Figure 1. Nets reached from selected ports.
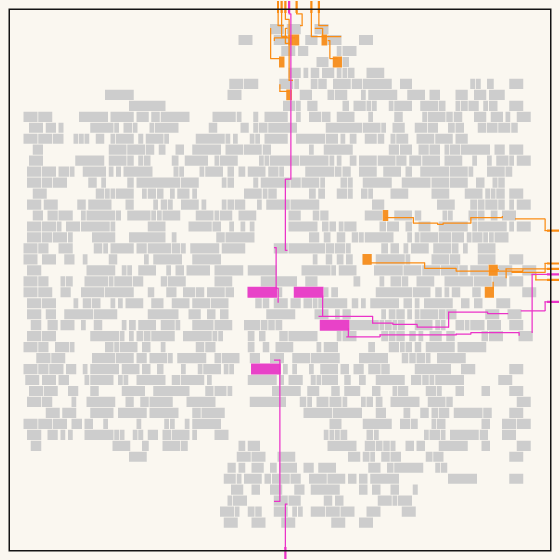
Figure 2. Placed standard cells.
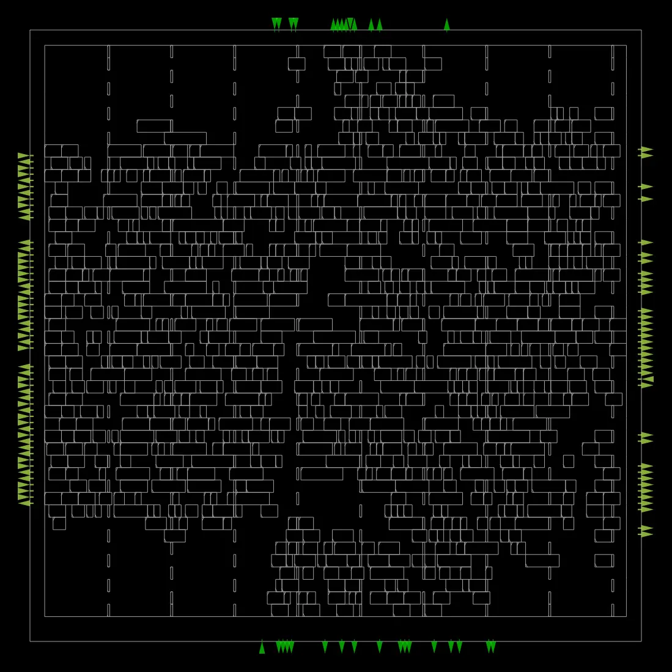
Figure 3. Signal metal coverage by tile.
27 x 27 tiles, from black (low) to pale yellow (high), scaled to the fullest tile. Values are wire area over tile area, all layers added.
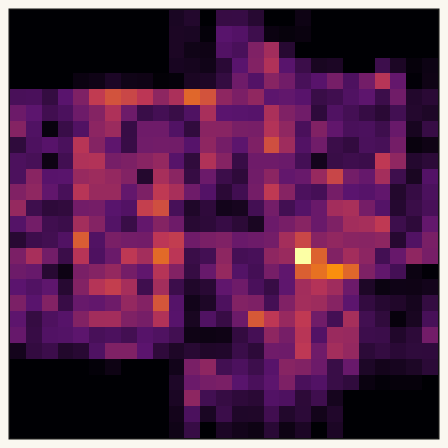
Figure 4. Register map, names as in the netlist.
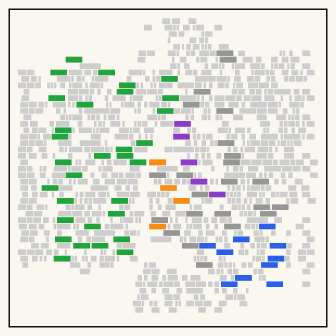
Figure 5. M3 wires.
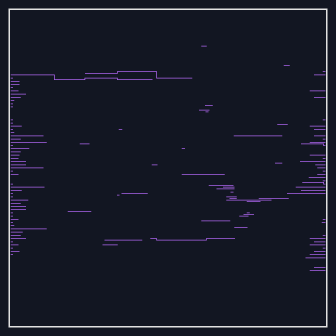
<file path="config.mk">
export PLATFORM = sky130hd
export DESIGN_NAME = cnn_seq_ctrl
export DESIGN_NICKNAME = d
export VERILOG_FILES = /design/src/rtl/cnn_seq_ctrl_pkg.sv /design/src/rtl/cnn_seq_ctrl_argmax.sv /design/src/rtl/cnn_seq_ctrl.sv
export SDC_FILE = /design/constraint.sdc
export NUM_CORES = 1
export LEC_CHECK = 0
export CORE_MARGIN = 3
export CORE_UTILIZATION = 40
export DETAILED_ROUTE_END_ITERATION = 7
export HOLD_SLACK_MARGIN = 0.06
export PLACE_DENSITY = 0.7
export SYNTH_ARGS = -nofsm -noshare
export SYNTH_HDL_FRONTEND = slang
export SYNTH_SLANG_ARGS = --single-unit
</file>
<file path="constraint.sdc">
create_clock -name CLK -period 6.3 [get_ports CLK]
set_clock_uncertainty 0.1 [all_clocks]
set_input_delay 1.26 -clock CLK [delete_from_list [all_inputs] [get_ports CLK]]
set_output_delay 1.26 -clock CLK [all_outputs]
set_load 0.01 [all_outputs]
</file>
<file path="src/rtl/cnn_seq_ctrl_pkg.sv">
// Shared constants, FSM state encoding and ReLU helpers for the CNN sequencer.
package cnn_pkg;

  localparam int IMG_W  = 28;
  localparam int K      = 5;
  localparam int CONV_W = IMG_W - K + 1;
  localparam int FC_N   = 10;
  localparam int FC_LEN = CONV_W * CONV_W;

  localparam int IMG_AW = 10;
  localparam int CK_AW  = 5;
  localparam int FC_AW  = 14;
  localparam int FM_AW  = 10;
  localparam int FM_DW  = 24;
  localparam int ACC_W  = 32;
  localparam int CLS_W  = 4;

  typedef enum logic [2:0] {
    ST_IDLE     = 3'd0,
    ST_CONV_MAC = 3'd1,
    ST_CONV_WB  = 3'd2,
    ST_FC_MAC   = 3'd3,
    ST_FC_WB    = 3'd4,
    ST_FIN      = 3'd5
  } state_t;

  // Feature-map value: negative clamps to zero, large values saturate at the 24-bit ceiling.
  function automatic logic [FM_DW-1:0] relu_sat(input logic signed [ACC_W-1:0] acc);
    logic [FM_DW-1:0] res;
    if (acc < 32'sd0) begin
      res = 24'd0;
    end else if (acc > 32'sh00FF_FFFF) begin
      res = 24'hFF_FFFF;
    end else begin
      res = acc[FM_DW-1:0];
    end
    return res;
  endfunction

  function automatic logic [ACC_W-1:0] relu32(input logic signed [ACC_W-1:0] acc);
    return acc[ACC_W-1] ? 32'd0 : acc;
  endfunction

endpackage

</file>
<file path="src/rtl/cnn_seq_ctrl_argmax.sv">
// Running maximum / winning class register; strict-greater compare keeps the lower index on ties.
module cnn_argmax
  import cnn_pkg::*;
(
  input  logic             CLK,
  input  logic             RST,
  input  logic             clr,
  input  logic             upd,
  input  logic [ACC_W-1:0] val,
  input  logic [CLS_W-1:0] cls,
  output logic [CLS_W-1:0] idx
);

  logic [ACC_W-1:0] max_r;
  logic [CLS_W-1:0] idx_r;

  // Hold the best score seen so far and its class.
  always_ff @(posedge CLK) begin
    if (RST || clr) begin
      max_r <= 32'd0;
      idx_r <= 4'd0;
    end else if (upd && (val > max_r)) begin
      max_r <= val;
      idx_r <= cls;
    end
  end

  assign idx = idx_r;

endmodule

</file>
<file path="src/rtl/cnn_seq_ctrl.sv">
// Conv (5x5 on 28x28, ReLU) followed by 10-class FC and argmax, driving an external MAC.
// Optional cycle counter output CYCLE_CNT enabled by macro CNN_SEQ_PERF_CNT_EN.
module cnn_seq_ctrl
  import cnn_pkg::*;
(
  input  logic                    CLK,
  input  logic                    RST,
  input  logic                    START,
  output logic                    BUSY,
  output logic                    DONE,
  output logic [CLS_W-1:0]        OUT,
  output logic                    MAC_SEL,
  output logic                    MAC_EN,
  output logic                    MAC_CLR,
  input  logic signed [ACC_W-1:0] MAC_ACC,
  output logic [IMG_AW-1:0]       IMG_ADDR,
  output logic [CK_AW-1:0]        CK_ADDR,
  output logic [FC_AW-1:0]        FC_ADDR,
  output logic                    FM_WE,
  output logic [FM_AW-1:0]        FM_WADDR,
  output logic [FM_DW-1:0]        FM_WDATA,
  output logic [FM_AW-1:0]        FM_RADDR
`ifdef CNN_SEQ_PERF_CNT_EN
  ,
  output logic [15:0]             CYCLE_CNT
`endif
);

  state_t state_r, state_s;
  logic [2:0] n_r, m_r;
  logic [4:0] c_r, r_r;
  logic [9:0] j_r;
  logic [3:0] i_r;
  logic [CLS_W-1:0] idx_s;
  logic am_upd_s;

  // Next-state decode.
  always_comb begin
    state_s = state_r;
    case (state_r)
      ST_IDLE:     state_s = START ? ST_CONV_MAC : ST_IDLE;
      ST_CONV_MAC: state_s = (n_r == 3'(K-1) && m_r == 3'(K-1)) ? ST_CONV_WB : ST_CONV_MAC;
      ST_CONV_WB:  state_s = (r_r == 5'(CONV_W-1) && c_r == 5'(CONV_W-1)) ? ST_FC_MAC : ST_CONV_MAC;
      ST_FC_MAC:   state_s = (j_r == 10'(FC_LEN-1)) ? ST_FC_WB : ST_FC_MAC;
      ST_FC_WB:    state_s = (i_r == 4'(FC_N-1)) ? ST_FIN : ST_FC_MAC;
      ST_FIN:      state_s = ST_IDLE;
      default:     state_s = ST_IDLE;
    endcase
  end

  // State, loop counters and the registered result outputs.
  always_ff @(posedge CLK) begin
    if (RST) begin
      state_r <= ST_IDLE;
      n_r <= 3'd0; m_r <= 3'd0; c_r <= 5'd0; r_r <= 5'd0;
      j_r <= 10'd0; i_r <= 4'd0;
      DONE <= 1'b0;
      OUT <= 4'd0;
    end else begin
      state_r <= state_s;
      DONE <= (state_r == ST_FIN);
      if (state_r == ST_FIN) OUT <= idx_s;
      case (state_r)
        ST_IDLE: begin
          n_r <= 3'd0; m_r <= 3'd0; c_r <= 5'd0; r_r <= 5'd0;
          j_r <= 10'd0; i_r <= 4'd0;
        end
        ST_CONV_MAC: begin
          if (n_r == 3'(K-1)) begin
            n_r <= 3'd0;
            m_r <= (m_r == 3'(K-1)) ? 3'd0 : m_r + 3'd1;
          end else begin
            n_r <= n_r + 3'd1;
          end
        end
        ST_CONV_WB: begin
          if (c_r == 5'(CONV_W-1)) begin
            c_r <= 5'd0;
            r_r <= (r_r == 5'(CONV_W-1)) ? 5'd0 : r_r + 5'd1;
          end else begin
            c_r <= c_r + 5'd1;
          end
        end
        ST_FC_MAC: j_r <= (j_r == 10'(FC_LEN-1)) ? 10'd0 : j_r + 10'd1;
        ST_FC_WB:  i_r <= (i_r == 4'(FC_N-1)) ? 4'd0 : i_r + 4'd1;
        default: ;
      endcase
    end
  end

  // MAC, memory address and feature-map write decode; everything idles at zero.
  always_comb begin
    MAC_SEL  = 1'b0;
    MAC_EN   = 1'b0;
    MAC_CLR  = 1'b0;
    IMG_ADDR = 10'd0;
    CK_ADDR  = 5'd0;
    FC_ADDR  = 14'd0;
    FM_WE    = 1'b0;
    FM_WADDR = 10'd0;
    FM_WDATA = 24'd0;
    FM_RADDR = 10'd0;
    am_upd_s = 1'b0;
    case (state_r)
      ST_IDLE: MAC_CLR = 1'b1;
      ST_CONV_MAC: begin
        MAC_EN   = 1'b1;
        IMG_ADDR = (IMG_AW'(r_r) + IMG_AW'(m_r)) * IMG_AW'(IMG_W) + IMG_AW'(c_r) + IMG_AW'(n_r);
        CK_ADDR  = CK_AW'(m_r) * CK_AW'(K) + CK_AW'(n_r);
      end
      ST_CONV_WB: begin
        FM_WE    = 1'b1;
        FM_WADDR = FM_AW'(r_r) * FM_AW'(CONV_W) + FM_AW'(c_r);
        FM_WDATA = relu_sat(MAC_ACC);
        MAC_CLR  = 1'b1;
      end
      ST_FC_MAC: begin
        MAC_SEL  = 1'b1;
        MAC_EN   = 1'b1;
        FM_RADDR = j_r;
        FC_ADDR  = FC_AW'(i_r) * FC_AW'(FC_LEN) + FC_AW'(j_r);
      end
      ST_FC_WB: begin
        MAC_CLR  = 1'b1;
        am_upd_s = 1'b1;
      end
      default: ;
    endcase
  end

  assign BUSY = (state_r != ST_IDLE);

  cnn_argmax u_argmax (
    .CLK (CLK),
    .RST (RST),
    .clr (state_r == ST_IDLE),
    .upd (am_upd_s),
    .val (relu32(MAC_ACC)),
    .cls (i_r),
    .idx (idx_s)
  );

`ifdef CNN_SEQ_PERF_CNT_EN
  // Busy-cycle counter, restarted on each accepted START and saturating at full scale.
  always_ff @(posedge CLK) begin
    if (RST) begin
      CYCLE_CNT <= 16'd0;
    end else if (state_r == ST_IDLE && START) begin
      CYCLE_CNT <= 16'd0;
    end else if (BUSY && CYCLE_CNT != 16'hFFFF) begin
      CYCLE_CNT <= CYCLE_CNT + 16'd1;
    end
  end
`endif

endmodule

</file>
==> impl_metrics.csv <==
group,metric,value,unit
yosys,common_cells,"91 x inv_1, 84 x ha_1, 81 x nor2_1",
finish,seq_share,18.07,%
yosys,synth-xor-area-share,4.014,%
detailed_routing,wl_per_cell,14.36,um
sta,timing.hold.ws,0.3670,ns
global_route,grt_pass1_wl,27450,um
die,chipArea,17940,sq um
detailed_routing,routed_wl,15870,um
placed_design,dpl.hpwl,11840,um
finish,comb_share,55.53,%
finish,dominant_cells,"combinational gates",
global_route,antenna_found_initial,0,
finish,instances_no_fill,1105,
yosys,most_common_cell,"inv_1",
yosys,largest_area_cell,"dfxtp_1",
sta,drv_slew,0,
yosys,synth_stat.cells,797,
flow_run,warnings,31,
detailed_routing,viasPerCell,5.369,
sta,grt_setup_unrepaired,"no",
power_and_ir_drop,peakVddDrop,0.1424,mV
placed_design,dpl-instance-area,7791,sq um
worst_setup_path,crit_chain,"ha_1, fa_1, xor2_1, buf_4, fa_1, ha_1, ha_1, ha_1, inv_1, o21ai_0, a21oi_1, or3b_2, a21oi_1, clkdlybuf4s50_1",
yosys,ys_warn_count,0,
detailed_routing,top_layer,"met4",
global_route,use_met1,24.37,%
detailed_routing,drtPass1Iterations,4,
worst_setup_path,crit_top_cell,"ha_1",
worst_setup_path,slowest_delay,0.57,ns
worst_setup_path,critPathCaptureType,"primary output",
finish,diodes,0,
die,core-area,15940,sq um
yosys,synthCells,797,
yosys,top_cell_area_share,22.32,%
sta,finalSetupTns,0,ns
cts,cts-resized-gates,0,
yosys,compound_area_share,23.34,%
sta,finalClockPeriodUsage,93.91,%
worst_setup_path,cp.required,4.94,ns
sta,setup_ws,0.3837,ns
finish,comb_cells,584,
worst_setup_path,critPathArrivalTime,4.56,ns
finish,nNetsFinal,1012,
power_and_ir_drop,power_per_cell_area,140.6,nW/um^2
global_route,grt_pass1_vias,5882,
cts,clk_pin_slew,0.06,ns
finish,layout.nonclk_buf_share,15.16,%
die,ios,118,
finish,final_cell_mix,"116 x clkdlybuf4s50_1, 91 x inv_1, 84 x ha_1",
cts,clk_path_buf_depth,2,
detailed_routing,vias,5933,
yosys,synth-adder-area-share,18.81,%
cts,numCtsBuffers,9,
global_route,grt_max_degree,43,
sta,relSlewSlack,24.86,%
worst_setup_path,critPathTopFamily,"adder cells",
finish,layout_top_cell,"clkdlybuf4s50_1",
global_route,gr-usage-met2,29.65,%
finish,area_growth_syn_to_layout,23.57,%
yosys,ys_seq_share,22.32,%
yosys,synth-main-ff-cell,"dfxtp_1",
run_status,status,"completed",
finish,flop_area,1461,sq um
finish,logic_area,4492,sq um
yosys,syn-num-nets,925,
detailed_routing,dr_wl_met2,7217,um
yosys,numSynthFlops,73,
global_route,grt_usage,18.12,%
detailed_routing,route.detailed.drc,0,
die,fp.dieH,133.9,um
yosys,ys_sh_mux,0.9174,%
worst_setup_path,cpMaxStageDelayCell,"clkdlybuf4s50_1",
yosys,ys_chip_area,6546,sq um
yosys,syn_area_per_cell,8.214,sq um
worst_setup_path,critPathBufInv,3,
detailed_routing,antenna_left,0,
power_and_ir_drop,combPwrFrac,13.4,%
sta,fmax,169.0,MHz
cts,cts_tree,"built",
yosys,synth.distinct_cells,66,
worst_setup_path,path_max_fanout,7,
placed_design,dp_cells,1089,
sta,setup_violations,0,
worst_setup_path,setup.worst_path.start_class,"flip-flop",
global_route,grtUsageMet3,4.089,%
About Figure 1:
port	colour	bits	direction	edge	end cells	buffers	wire
OUT	magenta	4	output	2 east, 1 north, 1 south	4	4	258 um
FM_WADDR	orange	10	output	6 north, 4 east	10	10	208 um

About Figure 2:
filler cell count: 1565
flop count: 73
num tapcells: 216

About Figure 3:
nearly empty tiles	21%
tiles over half the peak	4.0%
mean over tiles	0.14
fullest tile	0.70

About Figure 4:
name in the netlist	colour	placed flops
c_r	purple	5
u_argmax.max_r	green	31
j_r	blue	10
u_argmax.idx	orange	4
not coloured	23

About Figure 5:
share of all routed wire	4.6%
wire length on this layer	737 um

## sequential cells by signal, indices dropped and copies added, names as in the netlist, 4 cells and up
name and flops:
u_argmax.max_r 31, j_r 10, c_r 5, r_r 5
OUT 4, i_r 4, u_argmax.idx 4
## final timing paths
path | start | endpoint | slack, ns | cells after the start
worst max-delay path | m_r[0]$_SDFFE_PP0P_ | IMG_ADDR[8] | 0.38 | 14
worst min-delay path | u_argmax.idx[2]$_SDFFE_PP0P_ | u_argmax.idx[2]$_SDFFE_PP0P_ | 0.37 | 2
worst max register to register | u_argmax.max_r[27]$_SDFFE_PP0P_ | u_argmax.max_r[16]$_SDFFE_PP0P_ | 3.27 | 9
worst min register to register | u_argmax.idx[2]$_SDFFE_PP0P_ | u_argmax.idx[2]$_SDFFE_PP0P_ | 0.37 | 2
